--- config.mk ---
export PLATFORM = sky130hd
export DESIGN_NAME = io_latch_timer
export DESIGN_NICKNAME = d
export VERILOG_FILES = /design/src/rtl/io_latch_timer.sv
export SDC_FILE = /design/constraint.sdc
export NUM_CORES = 1
export LEC_CHECK = 0
export CORE_ASPECT_RATIO = 1.1
export CORE_UTILIZATION = 40
export CTS_CLUSTER_DIAMETER = 60
export DETAILED_ROUTE_END_ITERATION = 10
export PLACE_DENSITY = 0.71
export SYNTH_ARGS = -nofsm -noshare
export SYNTH_HDL_FRONTEND = slang
export SYNTH_SLANG_ARGS = --single-unit
export TNS_END_PERCENT = 5
--- constraint.sdc ---
create_clock -name clk -period 1.3 [get_ports clk]
set_clock_uncertainty 0.15 [all_clocks]
set_input_delay 0.26 -clock clk [delete_from_list [all_inputs] [get_ports clk]]
set_output_delay 0.26 -clock clk [all_outputs]
set_load 0.01 [all_outputs]
--- src/rtl/io_latch_timer.sv ---
// IO bus cycle latch with a no-response timer: tracks one outstanding IO cycle,
// completes it on device acknowledge or declares a sticky non-existent device.
module io_latch_timer #(
  parameter int TIMEOUT_WIDTH = 8,
  parameter int TIMEOUT_COUNT = 200
) (
  input  logic                     clk,
  input  logic                     rst,
  input  logic                     clken,
  input  logic                     io_start,
  input  logic                     io_ack,
  input  logic                     nxd_clr,
  output logic                     iolatch,
  output logic                     io_done,
  output logic                     nxd,
  output logic [TIMEOUT_WIDTH-1:0] io_timer
);

  typedef enum logic [0:0] {
    ST_IDLE = 1'b0,
    ST_BUSY = 1'b1
  } state_e;

  localparam logic [TIMEOUT_WIDTH-1:0] TIMER_LAST = TIMEOUT_WIDTH'(TIMEOUT_COUNT - 1);
  localparam logic [TIMEOUT_WIDTH-1:0] TIMER_ONE  = TIMEOUT_WIDTH'(1);

  state_e                     state_q, state_d;
  logic [TIMEOUT_WIDTH-1:0]   timer_q, timer_d;
  logic                       done_q,  done_d;
  logic                       nxd_q,   nxd_d;

  // State register; reset overrides clken and every other input.
  always_ff @(posedge clk) begin
    if (rst) begin
      state_q <= ST_IDLE;
      timer_q <= '0;
      done_q  <= 1'b0;
      nxd_q   <= 1'b0;
    end else begin
      state_q <= state_d;
      timer_q <= timer_d;
      done_q  <= done_d;
      nxd_q   <= nxd_d;
    end
  end

  // Next-state logic; done_d defaults low so the pulse drops on any clk edge.
  always_comb begin
    state_d = state_q;
    timer_d = timer_q;
    done_d  = 1'b0;
    nxd_d   = nxd_q;
    if (clken) begin
      if (nxd_clr) begin
        nxd_d = 1'b0;
      end else begin
        nxd_d = nxd_q;
      end
      case (state_q)
        ST_IDLE: begin
          if (io_start) begin
            state_d = ST_BUSY;
            timer_d = '0;
          end else begin
            state_d = ST_IDLE;
          end
        end
        ST_BUSY: begin
          // Acknowledge outranks the timeout; a timeout outranks nxd_clr.
          if (io_ack) begin
            state_d = ST_IDLE;
            done_d  = 1'b1;
          end else if (timer_q == TIMER_LAST) begin
            state_d = ST_IDLE;
            nxd_d   = 1'b1;
          end else begin
            timer_d = timer_q + TIMER_ONE;
          end
        end
        default: begin
          state_d = ST_IDLE;
        end
      endcase
    end else begin
      state_d = state_q;
    end
  end

  // Output logic: every output comes straight from a register.
  always_comb begin
    iolatch  = (state_q == ST_BUSY);
    io_done  = done_q;
    nxd      = nxd_q;
    io_timer = timer_q;
  end

endmodule

M1 wires:
(8 px per um) Supply wires on this layer in gray.
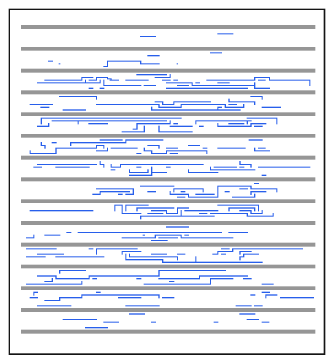
- share of all routed wire: 48%
- main direction: horizontal

M2 wires:
(6 px per um) Cells faint in the background.
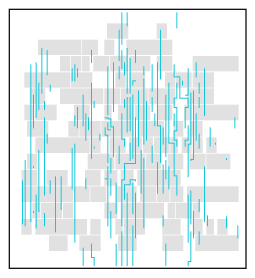
- nets with wire on the layer: 89
- longest straight run: 26.2 um

Signal wires on met3:
(8 px per um)
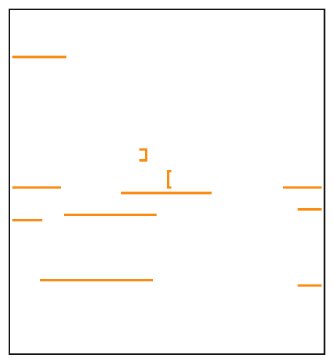
- longest straight run: 13.8 um
- nets with wire on the layer: 10
- main direction: horizontal

==> flow_metrics.env <==
# flow metrics
export IMPL_outcome="complete, but fails checks"
export IMPL_failed_checks="setup timing"
export IMPL_postCtsSetupBuffers=0
export IMPL_nonClockBufferCount=27
export IMPL_antenna_violating_nets_post_route=0
export IMPL_leakagePower_nw=0.372
export IMPL_met2_wirelength_um=664
export IMPL_flop_share_of_the_area_pct=25.9
export IMPL_highest_layer="met4"
export IMPL_initial_antenna_violation_count=0
export IMPL_ys_chip_area_um2=609
export IMPL_drive_above_1_share_pct=39.6
export IMPL_setup_ws_ns=-0.141
export IMPL_synth_cells_most_frequent="sky130_fd_sc_hd__dfxtp_1, sky130_fd_sc_hd__nand3_1, sky130_fd_sc_hd__mux2i_1, sky130_fd_sc_hd__nand3b_1, sky130_fd_sc_hd__nand2_1"
export IMPL_setup_viol=8
export IMPL_critPathTopFamily="buffers and inverters"
export IMPL_clock_latency_ns=0.27
export IMPL_cts_hold_buffers_added=0
export IMPL_post_synth_mux_area_share_pct=11.5
export IMPL_synth_comb_largest_family="simple AND/OR/NAND/NOR gates"
export IMPL_ctsHtreeMaxLevel=1
export IMPL_vias_per_cell=5.30
export IMPL_synth_area_per_inst_um2=9.09
export IMPL_nMultiInputCombCells=51
export IMPL_finalHoldViolCount=0
export IMPL_critical_path_source_type="primary input"
export IMPL_count_of_library_flops_with_an_enable_pin=0
export IMPL_tritoncts="yes"
export IMPL_drv_slew=0
export IMPL_signal_buffer_area_fraction_pct=23.0
export IMPL_synth_simple_area_share_pct=33.3
export IMPL_ioPinCount=17
export IMPL_synth_cells=67
export IMPL_dieArea_um2=1680
I/O pins on the die edge:
(8 px per um) Pins as bars across the die edge, other pins in gray.
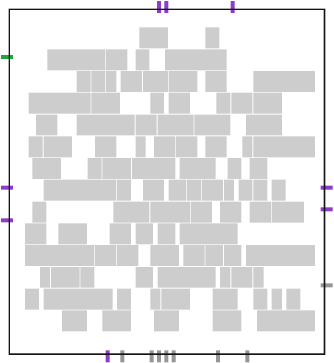
- io_timer: purple (pins 8; direction output; edge 3 top, 2 left, 2 right, 1 bottom)
- clk: green (pins 1; direction input; edge left)
- all pins by edge: 8 bottom, 3 left, 3 right, 3 top

Placed standard cells:
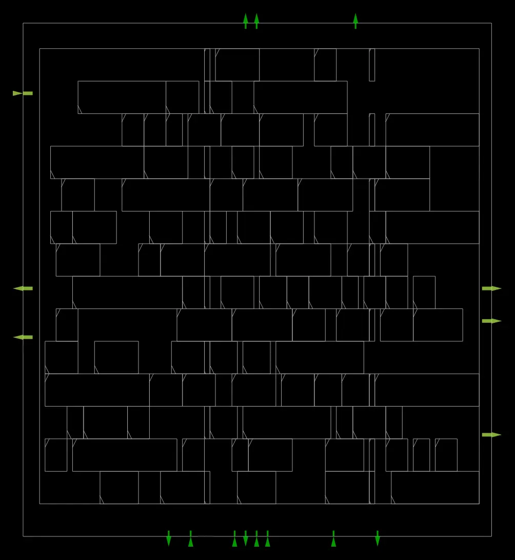
number of well-tap cells placed: 16
core footprint: 1400 um^2

## metrics by stage
stage | power [mW] | hold WS [ns] | setup TNS, ns | setup WS (ns)
finish | 0.667 | 0.300 | -0.704 | -0.141
global route | 0.688 | 0.347 | -1.32 | -0.201
CTS | 0.669 | 0.303 | -0.903 | -0.136
detailed placement | 0.431 | 0.295 | -3.74 | -0.448
global placement | 0.429 | 0.291 | -3.56 | -0.417
floorplan | 0.386 | 0.172 | -0.232 | -0.0563
## how the worst max path moves through the flow
stage | from | end | slack, ns
2_1_floorplan | io_timer[1]$_SDFFE_PP0P_ | io_timer[2]$_SDFFE_PP0P_ | -0.06
3_3_place_gp | clken | io_timer[7]$_SDFFE_PP0P_ | -0.42
3_5_place_dp | clken | io_timer[7]$_SDFFE_PP0P_ | -0.45
4_1_cts | io_timer[1]$_SDFFE_PP0P_ | io_timer[0]$_SDFFE_PP0P_ | -0.14
5_1_grt | io_timer[1]$_SDFFE_PP0P_ | io_timer[1]$_SDFFE_PP0P_ | -0.20
6_report | io_ack | io_timer[7]$_SDFFE_PP0P_ | -0.14
## registers in the layout, summed over array words and instances, names as in the netlist
signal / flops
io_timer: 8
iolatch: 1
io_done: 1
nxd: 1
## cell usage in the layout (no fill, tap or decap), drive strengths merged
cell            n
buf            12
nand3          11
dfxtp          11
clkbuf          9
nand3b          8
mux2i           7
nand2           5
a211oi          4
clkdlybuf4s50   4
dlygate4sd2     3
inv             3
nand2b          3
clkdlybuf4s15   3
a21oi           2
o21ai           1
or3             1
and3b           1
and4bb          1
a21o            1
a31oi           1
nor2b           1
nand4           1
and3            1
a2111oi         1
ha              1
## power by group
group	switching, mW	internal, mW
Clock	0.124	0.119
Combinational	0.0402	0.0421
Sequential	0.00663	0.336
Power is estimated from default activity; no workload was simulated.
